**src/rtl/counter.sv**
```systemverilog
// Free-running up-counter with count enable and a one-cycle wrap pulse.
// Both outputs come straight from registers; reset is synchronous and beats enable.
module counter #(
    parameter int WIDTH = 8
) (
    input  logic             clk_i,
    input  logic             rst_i,
    input  logic             en_i,
    output logic [WIDTH-1:0] count_o,
    output logic             wrap_o
);

    logic [WIDTH-1:0] count_q, count_d;
    logic             wrap_q, wrap_d;

    // Wrap fires only on the enabled edge that leaves the all-ones value.
    always_comb begin
        count_d = count_q;
        wrap_d  = 1'b0;
        if (en_i) begin
            count_d = count_q + WIDTH'(1);
            wrap_d  = &count_q;
        end
    end

    // Reset is tested first so an unknown enable cannot reach the registers.
    always_ff @(posedge clk_i) begin
        if (rst_i) begin
            count_q <= '0;
            wrap_q  <= 1'b0;
        end else begin
            count_q <= count_d;
            wrap_q  <= wrap_d;
        end
    end

    assign count_o = count_q;
    assign wrap_o  = wrap_q;

endmodule

```
**config.mk**
```make
export PLATFORM = sky130hd
export DESIGN_NAME = counter
export DESIGN_NICKNAME = d
export VERILOG_FILES = /design/src/rtl/counter.sv
export SDC_FILE = /design/constraint.sdc
export NUM_CORES = 1
export LEC_CHECK = 0
export CORE_AREA = 2 2 39 41
export DETAILED_ROUTE_END_ITERATION = 16
export DIE_AREA = 0 0 41 43
export DONT_BUFFER_PORTS = 1
export SETUP_SLACK_MARGIN = 0.4
export SYNTH_ARGS = -nofsm -noshare
export SYNTH_HDL_FRONTEND = slang
export SYNTH_SLANG_ARGS = --single-unit
```
**constraint.sdc**
```tcl
create_clock -name clk_i -period 1.4 [get_ports clk_i]
set_input_delay 0.28 -clock clk_i [delete_from_list [all_inputs] [get_ports clk_i]]
set_output_delay 0.28 -clock clk_i [all_outputs]
set_load 0.005 [all_outputs]
```
==> impl_metrics.tcl <==
# implementation run metrics
set metrics [dict create \
    async_flop_share 0 \
    regArea_um2 197.7 \
    min-delay-start "rst_i" \
    die_w_um 41 \
    pwr_density_cell_nw_per_um2 1049 \
    syn_area_per_cell_um2 9.415 \
    tool_warnings 29 \
    nNonClkInverters 1 \
    holdPathStages 1 \
    grt_max_degree 10 \
    internal_power_uw 382.1 \
    dr.pass1.iters 3 \
    n_sequential_cell 9 \
    top_cells_by_area "dfxtp_1 (48%), xor2_1 (7.0%), mux2i_1 (5.3%)" \
    cts-root-buf "clkbuf_4" \
    antenna_cells 0 \
    syn_inst 40 \
    postCtsSetupBuffers 0 \
    status "finished clean" \
    common_cells "dfxtp_1 (9), nor2_1 (5), xor2_1 (3)" \
    top_area_frac 0.4784 \
    relSlewSlack 0.8539 \
    p_sw_uw 108.9 \
    nets 47 \
    arrival_ns 1.29 \
    place_ws_ns 0.3031 \
    ff_type "dfxtp_1" \
    comb_share 0.4706 \
    place_area_um2 420.4 \
    grt_pass1_wl_mm 1.145 \
    stdcell_count 58 \
    synth_cell_types 20 \
    gp_congestion 0.6014 \
]
## critical path, cell delays in order (launching register included)
cell     delay [ns]
dfxtp_4        0.40
ha_4           0.15
nand2_4        0.05
or3_1          0.30
a21oi_1        0.14
## kinds of logic after synthesis
logic type      after synthesis  synth area share
compound gates                4           0.05316
mux                           2           0.05316
buf+inv                       3           0.03986
simple gates                 17            0.2492
flops                         9            0.4784
fa+ha+maj                     1           0.03322
xor+xnor                      4           0.09304
## routing by layer
layer,share of wire,track usage,vias up
met3,0.041,0.01571,0
met1,0.43,0.1186,135
met2,0.53,0.1406,7
met4,0,0.06000,0
li1,-,-,148
met5,0,0,-
## sequential cells by signal (all words and copies together), names as in the netlist
name	cells
wrap_o	1
count_o	8
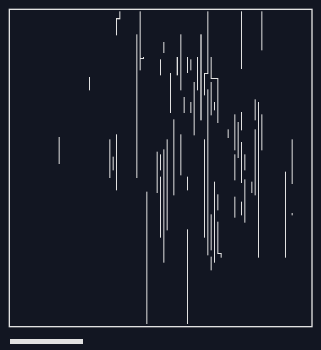
(images/m2.png)
Scale bar: 10 um.
- longest straight run: 22.4 um
- share of all routed wire: 53%
- main direction: vertical
vias: 290
met2 Track Usage GR: 0.1406

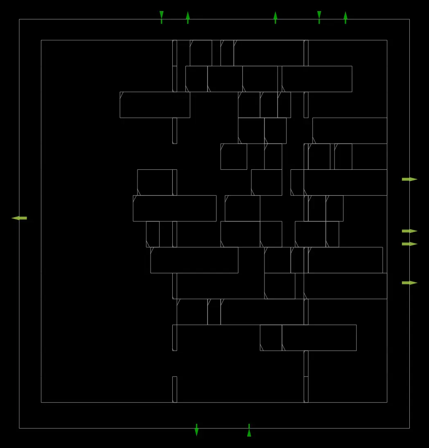
(images/placed.png)
Core Util, Final: 0.3382
fillers: 141
core area: 1384 um2
Seq/total area: 0.4225

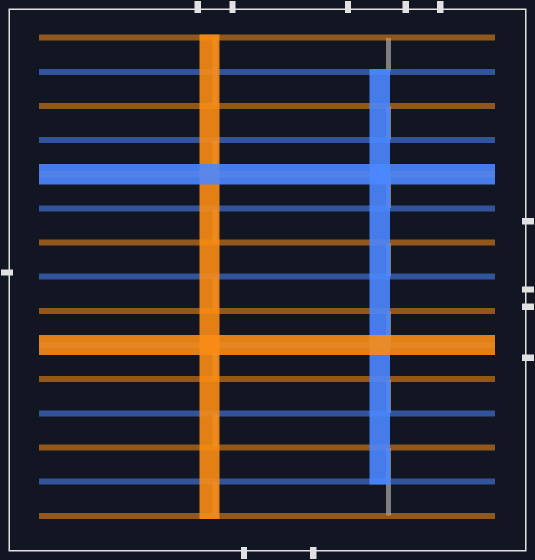
(images/floorplan.png)
Pins as bars on the die edge. Tap cells in gray.
- blue: VDD
- orange: VSS
- tap cells: 16
- signal pins: 12
- met4 straps: 2
- rows: 14

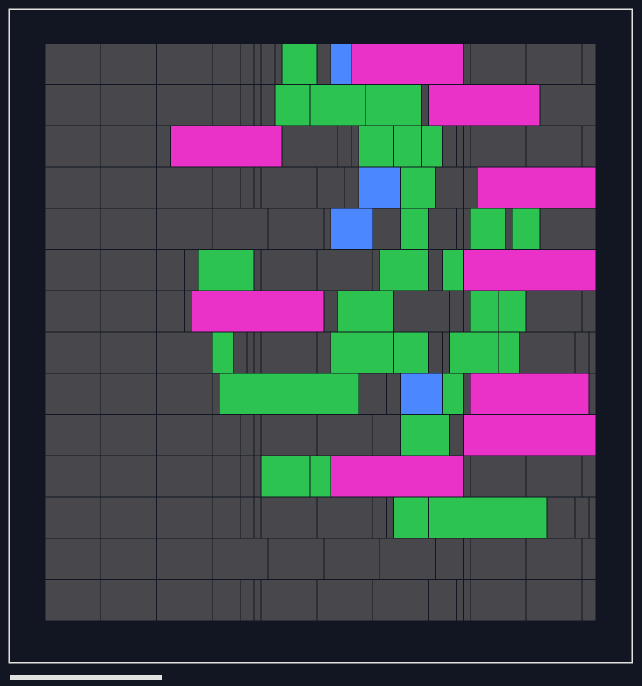
(images/class_map.png)
Scale bar: 10 um. Fill, decap, tap and diode cells in gray.
- blue: clock drivers and dummy loads (cells 4; share of their area 5.9%)
- magenta: registers (cells 9; share of their area 44%)
- green: remaining logic cells (cells 29; share of their area 50%)
Post-Layout Inst Area: 467.9 um2
FP Rows: 14

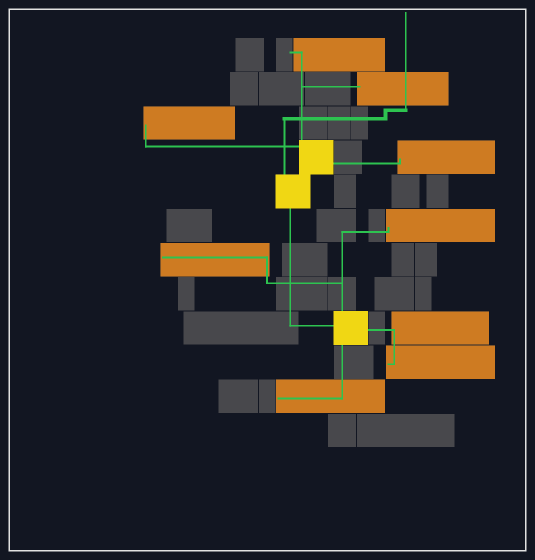
(images/clock_wires.png)
- orange: flip-flops (count 9)
- yellow: clock-net drivers (count 3)
- green: clock wires (length 120 um)
- routed clock nets: 4
Final Skew: 0.003888 ns
clock network power: 196 uW
clock share of power: 0.400
Latency at later pin: 0.25 ns

Power is estimated from default activity; no workload was simulated.
